===== src/rtl/ball_motion_controller.sv =====
// rtl/ball_motion_controller.sv - per-frame pong ball sequencer: serve/move/miss, wall and paddle bounces
module ball_motion_controller #(
  parameter int POSITION_REG_MAX   = 11,
  parameter int GRAPHICS_WIDTH     = 1280,
  parameter int GRAPHICS_HEIGHT    = 800,
  parameter int BORDER_WIDTH       = 50,
  parameter int BALL_RADIUS        = 10,
  parameter int BALL_SPEED         = 4,
  parameter int BALL_START_X       = 640,
  parameter int BALL_START_Y       = 400,
  parameter int PADDLE_WIDTH       = 20,
  parameter int PADDLE_LENGTH      = 200,
  parameter int SERVE_DELAY_FRAMES = 60
) (
  input  logic                      i_pixel_clock,
  input  logic                      i_reset,
  input  logic                      i_frame_tick,
  input  logic                      i_pause,
  input  logic [POSITION_REG_MAX:0] i_paddle_x,
  input  logic [POSITION_REG_MAX:0] i_paddle_y,
  output logic [POSITION_REG_MAX:0] o_ball_x,
  output logic [POSITION_REG_MAX:0] o_ball_y,
  output logic [1:0]                o_state,
  output logic                      o_paddle_hit,
  output logic                      o_miss,
  output logic [3:0]                o_miss_count
);

  localparam int PW = POSITION_REG_MAX + 1;
  localparam int CW = $clog2(SERVE_DELAY_FRAMES + 1);

  typedef logic [PW-1:0] pos_t;
  typedef logic [PW:0]   ext_t;
  typedef enum logic [1:0] {ST_SERVE = 2'd0, ST_MOVE = 2'd1, ST_MISS = 2'd2} state_t;

  // Bound comparisons carry one extra bit so sums near the top of the range never wrap
  localparam ext_t C_R      = ext_t'(BALL_RADIUS);
  localparam ext_t C_RS     = ext_t'(BALL_RADIUS + BALL_SPEED);
  localparam ext_t C_LO_LIM = ext_t'(BORDER_WIDTH + BALL_RADIUS + BALL_SPEED);
  localparam ext_t C_Y_HI   = ext_t'(GRAPHICS_HEIGHT - BORDER_WIDTH);
  localparam ext_t C_X_HI   = ext_t'(GRAPHICS_WIDTH - BORDER_WIDTH);
  localparam ext_t C_PW     = ext_t'(PADDLE_WIDTH);
  localparam ext_t C_PL     = ext_t'(PADDLE_LENGTH);

  localparam pos_t P_SPEED    = pos_t'(BALL_SPEED);
  localparam pos_t P_START_X  = pos_t'(BALL_START_X);
  localparam pos_t P_START_Y  = pos_t'(BALL_START_Y);
  localparam pos_t P_LO_CLAMP = pos_t'(BORDER_WIDTH + BALL_RADIUS);
  localparam pos_t P_Y_CLAMP  = pos_t'(GRAPHICS_HEIGHT - BORDER_WIDTH - BALL_RADIUS);
  localparam pos_t P_X_CLAMP  = pos_t'(GRAPHICS_WIDTH - BORDER_WIDTH - BALL_RADIUS);
  localparam logic [CW-1:0] C_CNT_LAST = CW'(SERVE_DELAY_FRAMES - 1);

  state_t        r_state, w_state_next;
  pos_t          r_ball_x, w_ball_x_next;
  pos_t          r_ball_y, w_ball_y_next;
  logic          r_dir_right, w_dir_right_next;
  logic          r_dir_down, w_dir_down_next;
  logic          r_serve_down, w_serve_down_next;
  logic [CW-1:0] r_serve_cnt, w_serve_cnt_next;
  logic [3:0]    r_miss_count, w_miss_count_next;
  logic          r_paddle_hit, w_paddle_hit_next;
  logic          r_miss, w_miss_next;

  logic w_tick;
  ext_t w_bx, w_by, w_face, w_face_r;
  logic w_y_lo_hit, w_y_hi_hit, w_x_hi_hit, w_x_lo_hit, w_on_paddle;

  assign w_tick     = i_frame_tick & ~i_pause;
  assign w_bx       = {1'b0, r_ball_x};
  assign w_by       = {1'b0, r_ball_y};
  assign w_face     = {1'b0, i_paddle_x} + C_PW;
  assign w_face_r   = w_face + C_R;
  assign w_y_lo_hit = w_by < C_LO_LIM;
  assign w_y_hi_hit = (w_by + C_RS) > C_Y_HI;
  assign w_x_hi_hit = (w_bx + C_RS) > C_X_HI;
  assign w_x_lo_hit = w_bx < C_LO_LIM;
  assign w_on_paddle = (w_bx >= w_face_r) && (w_bx <= w_face + C_RS) &&
                       (i_paddle_y <= r_ball_y) && (w_by <= {1'b0, i_paddle_y} + C_PL);

  always_comb begin
    w_state_next      = r_state;
    w_ball_x_next     = r_ball_x;
    w_ball_y_next     = r_ball_y;
    w_dir_right_next  = r_dir_right;
    w_dir_down_next   = r_dir_down;
    w_serve_down_next = r_serve_down;
    w_serve_cnt_next  = r_serve_cnt;
    w_miss_count_next = r_miss_count;
    w_paddle_hit_next = 1'b0;
    w_miss_next       = 1'b0;
    if (w_tick) begin
      case (r_state)
        ST_SERVE: begin
          if (r_serve_cnt == C_CNT_LAST) begin
            // Serves alternate vertically, the first one after reset heading down
            w_state_next      = ST_MOVE;
            w_serve_cnt_next  = '0;
            w_dir_right_next  = 1'b0;
            w_dir_down_next   = r_serve_down;
            w_serve_down_next = ~r_serve_down;
          end else begin
            w_serve_cnt_next = r_serve_cnt + CW'(1);
          end
        end
        ST_MOVE: begin
          if (!r_dir_down) begin
            if (w_y_lo_hit) begin
              w_ball_y_next   = P_LO_CLAMP;
              w_dir_down_next = 1'b1;
            end else begin
              w_ball_y_next = r_ball_y - P_SPEED;
            end
          end else if (w_y_hi_hit) begin
            w_ball_y_next   = P_Y_CLAMP;
            w_dir_down_next = 1'b0;
          end else begin
            w_ball_y_next = r_ball_y + P_SPEED;
          end

          if (r_dir_right) begin
            if (w_x_hi_hit) begin
              w_ball_x_next    = P_X_CLAMP;
              w_dir_right_next = 1'b0;
            end else begin
              w_ball_x_next = r_ball_x + P_SPEED;
            end
          end else if (w_on_paddle) begin
            w_ball_x_next     = w_face_r[PW-1:0];
            w_dir_right_next  = 1'b1;
            w_paddle_hit_next = 1'b1;
          end else if (w_x_lo_hit) begin
            // A miss freezes the whole ball, including any vertical bounce this tick
            w_state_next      = ST_MISS;
            w_miss_next       = 1'b1;
            w_ball_y_next     = r_ball_y;
            w_dir_down_next   = r_dir_down;
            w_miss_count_next = (r_miss_count == 4'hF) ? r_miss_count : r_miss_count + 4'd1;
          end else begin
            w_ball_x_next = r_ball_x - P_SPEED;
          end
        end
        ST_MISS: begin
          w_state_next     = ST_SERVE;
          w_ball_x_next    = P_START_X;
          w_ball_y_next    = P_START_Y;
          w_serve_cnt_next = '0;
        end
        default: w_state_next = ST_SERVE;
      endcase
    end
  end

  always_ff @(posedge i_pixel_clock) begin
    if (i_reset) begin
      r_state      <= ST_SERVE;
      r_ball_x     <= P_START_X;
      r_ball_y     <= P_START_Y;
      r_dir_right  <= 1'b0;
      r_dir_down   <= 1'b1;
      r_serve_down <= 1'b1;
      r_serve_cnt  <= '0;
      r_miss_count <= '0;
      r_paddle_hit <= 1'b0;
      r_miss       <= 1'b0;
    end else begin
      r_state      <= w_state_next;
      r_ball_x     <= w_ball_x_next;
      r_ball_y     <= w_ball_y_next;
      r_dir_right  <= w_dir_right_next;
      r_dir_down   <= w_dir_down_next;
      r_serve_down <= w_serve_down_next;
      r_serve_cnt  <= w_serve_cnt_next;
      r_miss_count <= w_miss_count_next;
      r_paddle_hit <= w_paddle_hit_next;
      r_miss       <= w_miss_next;
    end
  end

  assign o_ball_x     = r_ball_x;
  assign o_ball_y     = r_ball_y;
  assign o_state      = r_state;
  assign o_paddle_hit = r_paddle_hit;
  assign o_miss       = r_miss;
  assign o_miss_count = r_miss_count;

endmodule

===== config.mk =====
export PLATFORM = sky130hd
export DESIGN_NAME = ball_motion_controller
export DESIGN_NICKNAME = d
export VERILOG_FILES = /design/src/rtl/ball_motion_controller.sv
export SDC_FILE = /design/constraint.sdc
export NUM_CORES = 1
export LEC_CHECK = 0
export CORE_MARGIN = 3
export CORE_UTILIZATION = 33
export CTS_CLUSTER_SIZE = 8
export DETAILED_ROUTE_END_ITERATION = 16
export HOLD_SLACK_MARGIN = 0.15
export PLACE_DENSITY = 0.6
export SLEW_MARGIN = 40
export SYNTH_ARGS = -nofsm -noshare
export SYNTH_HDL_FRONTEND = slang
export SYNTH_SLANG_ARGS = --single-unit

===== constraint.sdc =====
create_clock -name i_pixel_clock -period 5.1 [get_ports i_pixel_clock]
set_input_delay 1.02 -clock i_pixel_clock [delete_from_list [all_inputs] [get_ports i_pixel_clock]]
set_output_delay 1.02 -clock i_pixel_clock [all_outputs]
set_load 0.02 [all_outputs]

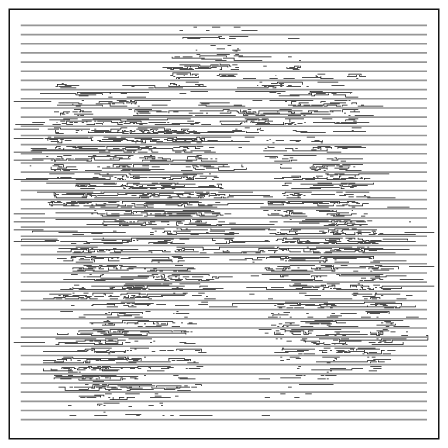
*Metal 1, run 1*
Supply wires on this layer in gray.
- share of all routed wire: 45%
- longest straight run: 30.4 µm
- main direction: horizontal
M1 GR Usage: 25.4%
via count: 5196
total routed wirelength: 15600 µm

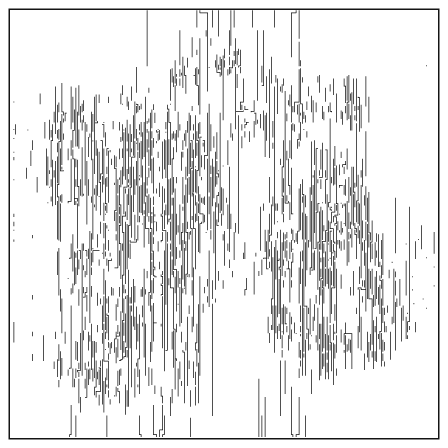
*M2 wires, run 1*
- share of all routed wire: 47%
- wire length on this layer: 7310 µm

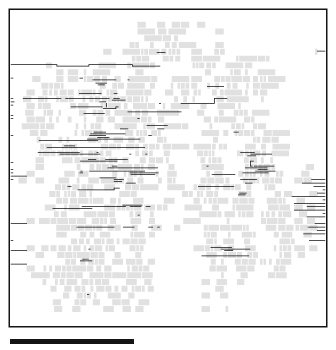
*Met3 routing, run 1*
The bar under the picture is 50 µm long.
- wire length on this layer: 864 µm
- nets with wire on the layer: 101
- share of all routed wire: 5.6%
global routing usage on met3: 2.63%

-- run 1: path summary, 6_finish.rpt --
kind	start	end	slack, ns	cells past startpoint
min	r_serve_cnt[1]	r_serve_cnt[1]	0.49	2
max	i_paddle_x[2]	o_miss_count[1]	0.33	20
max reg2reg	o_ball_y[2]	o_ball_x[11]	1.59	10
min reg2reg	r_serve_cnt[1]	r_serve_cnt[1]	0.49	2
-- run 1: per-stage QoR --
stage          cells  util (%)
2_1_floorplan    630         -
3_3_place_gp     889      41.7
3_5_place_dp     889      41.7
4_1_cts          897      42.7
5_1_grt          898      43.0
6_report         898      43.0
-- run 1: timing repair --
item                       4_1_cts  5_1_grt
setup endpoints to repair        0       31
resized                          0        9
buffers inserted                 0        1
==> flow_summary.yaml, run 1 <==
# flow metrics
final_timing:
  rsz0062_at_grt: "false"
  slew_violations: 0
  fin_crit_ns: 4.77
  max-slew-margin-rel_pct: 50.3
  fin_ws_ns: 0.334
  setup_tns_ns: 0
  tightest_slew_ns: 0.739
  hold_viol_final: 0
  worst_clock_skew_ns: 0.0106
run_status:
  status: "completed"
power_and_ir_drop:
  p_comb_share_pct: 28.5
  top_power_group: "the clock network"
  p_leak_nw: 2.39
  p_comb_mw: 0.248
  intPower_mw: 0.606
  powerDensity_mw_per_mm2: 143
  switching_power_mw: 0.262
  p_clk_mw: 0.314
  seqPwrFrac_pct: 35.3
  switching_share_pct: 30.2
cells_and_area:
  largest_reg_flops: 12
  drive_above_1_share_pct: 13.0
  flop_area_um2: 782
  layout.area.comb_mm2: 0.00376
  final_cell_mix: "ha_1, buf_4, clkdlybuf4s50_1"
  sh_seq_area_pct: 12.9
  comb-cell-share_pct: 62.0
  clock_buffers: 6
  final_nets: 806
  layout.non_clock_buffers: 115
  layout_top_cell: "ha_1"
  clock_area_share_pct: 2.33
  area_growth_pct: 25.6
  bufAreaShareNonClock_pct: 16.6
  comb_cells: 517
  nNonClkInverters: 39
grt:
  grt_start_max_net_pins: 38
  antenna_found_initial: 0
  grt_use_total_pct: 19.0
  busiest_layer: "met2"
  grt_pass1_vias: 5100
  grt_use_met2_pct: 31.8
logic_synthesis:
  yosys-stat-area_mm2: 0.00483
  edf_count: 0
  syn_area_mm2: 0.00483
  yosys-top-cells-count: "ha_1, nand2_1, dfxtp_1, inv_1, a21oi_1"
  synth.cellmix.compoundShare_pct: 25.6
  yosysMostFrequentCell: "ha_1"
  yosys_cells: 629
  ys_sh_mux_pct: 0.855
  yosys-top-cells-area: "dfxtp_1, ha_1, xnor2_1, nand2_1, a21oi_1"
  synthAdderAreaFrac_pct: 15.8
  ys.flop_type: "dfxtp_1"
  yosys_warnings: 0
  synthArstFlopShare_pct: 0
  ys_sh_simple_pct: 24.6
  top_logic_kind: "AND-OR/OR-AND gates"
  avgSynthCellArea_um2: 7.68
  synth.distinct_cells: 81
  ys_seq_share_pct: 16.2
drt:
  via_per_inst: 5.79
  routed-wl-met3_um: 864
  wl_met1_um: 6980
  dr.max_layer_used: "met4"
  firstDrtPassIters: 5
  ant_nets: 0
  drc: 0
clocking:
  cts_root_buffer: "clkbuf_16"
  cts_inserted_buffers: 5
  clk_pin_slew_ns: 0.06
  hold_buffers: 0
  cts_tree: "built"
floorplan:
  die_h_um: 127
  fp_util_pct: 34.3
  ios: 60
  row_count: 43
  core-area_mm2: 0.0141
critical_path:
  cp_slowest_stage_delay_ns: 0.48
  cp_max_fo: 9
  arrival_ns: 4.93
  crit_path_frequent_cell: "buf_4"
  endpoint_kind: "register"
  path_buffers: 6
  path_cells: "clkdlybuf4s50_1, buf_4, buf_4, a21oi_4, nor3_1, buf_4, o2111ai_2, or3_1, xnor2_1, ha_1, and3_1, o2111ai_1, a31o_2, a21oi_2, nand2_1, buf_4, a211oi_1, buf_4, and2_1, o21ai_0"
job:
  warning_count: 39
  cap_violations: 0
placement:
  numPortBuffers: 57
  place_area_mm2: 0.00588
  place.gp.congestion: 0.940
min_path:
  hold_class: "register to register"
==> run 1 -> run 2 <==
Settings changed: ABC_AREA set to 1, CTS_CLUSTER_SIZE 8 to not set.
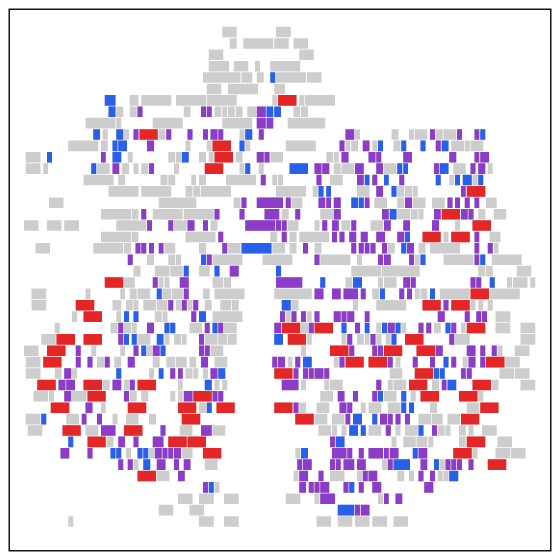
*Selected gate families, run 2*
- red: fa/ha/maj cells (cells 61)
- blue: nor cells (cells 106)
- purple: nand cells (cells 284)

==> run 2 against run 1 <==
  * Final cell count up 15%
  * Largest power group unchanged
  * Largest cell class unchanged
  * Worst setup slack better by 0.18 ns
  * Sequential share of layout area grew 0.44 points
  * Clock skew down 0.0069 ns
  * Flip-flop count stayed put
  * Sequential power is essentially flat
==> flow_summary.yaml, run 2 <==
# flow metrics
floorplan:
  fp_util_pct: 34.1
  row_count: 44
drt:
  drt_wl_total_um: 13600
  drc: 0
  via_per_inst: 4.91
  firstDrtPassIters: 5
  via_count: 5060
  wl_met1_um: 6750
  routed-wl-met3_um: 580
logic_synthesis:
  ys_sh_mux_pct: 0
  ys.flop_type: "dfxtp_1"
  yosys-stat-area_mm2: 0.00499
  yosys-top-cells-count: "nand2_1, inv_1, nor2_1, nand3_1, ha_1"
  synthArstFlopShare_pct: 0
  synthAdderAreaFrac_pct: 15.3
  top_logic_kind: "simple AND/OR/NAND/NOR gates"
  yosys_warnings: 0
  yosys-top-cells-area: "dfxtp_1, ha_1, nand2_1, inv_1, xor2_1"
  yosys_cells: 798
  syn_area_mm2: 0.00499
critical_path:
  rrSetupSlack_ns: 2.15
  path_buffers: 6
cells_and_area:
  comb_cells: 616
  layout.area.comb_mm2: 0.00364
  bufAreaShareNonClock_pct: 10.0
  clock_area_share_pct: 2.65
  final_util_pct: 40.0
  layout_top_cell: "nand2_1"
  nNonClkInverters: 123
  layout.non_clock_buffers: 60
  area_growth_pct: 17.3
final_timing:
  worst_clock_skew_ns: 0.00370
  max-slew-margin-rel_pct: 57.8
  rsz0062_at_grt: "false"
clocking:
  cts_inserted_buffers: 5
  clk_pin_slew_ns: 0.06
  hold_buffers: 0
power_and_ir_drop:
  p_comb_share_pct: 23.5
  p_clk_mw: 0.326
  intPower_mw: 0.578
  p_leak_nw: 2.74
  p_comb_mw: 0.194
  switching_share_pct: 30.1
run_status:
  status: "completed"
grt:
  grt_util_met1_pct: 23.4
  met3_usage_pct: 2.64
placement:
  place.gp.congestion: 0.914
min_path:
  hold_class: "register to register"
job:
  cap_violations: 0
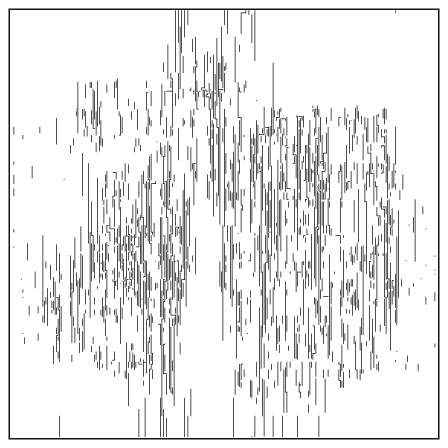
*M2 wires, run 2*
- nets with wire on the layer: 711
- share of all routed wire: 45%
- longest straight run: 40.5 µm
- wire length on this layer: 6090 µm

run 2: netlist changes by cell type after synthesis, sizes merged, moves of 7 or more:
cell / before / now
and3: 7 / 0
clkbuf: 21 / 9
a21oi: 38 / 52
nand3: 25 / 69
xnor2: 35 / 7
xor2: 19 / 43
nand2b: 15 / 0
nand2: 55 / 192
inv: 39 / 123
nor2: 36 / 82
a211oi: 12 / 2
run 2: final timing paths:
check                                    end  cells past startpoint     startpoint
worst max-delay path            o_ball_x[11]                     29  i_paddle_x[2]
worst min-delay path            r_serve_down                      1   r_serve_down
worst min register to register  r_serve_down                      1   r_serve_down
worst max register to register   o_ball_x[1]                     17    o_ball_x[2]
Power is estimated from default activity; no workload was simulated.
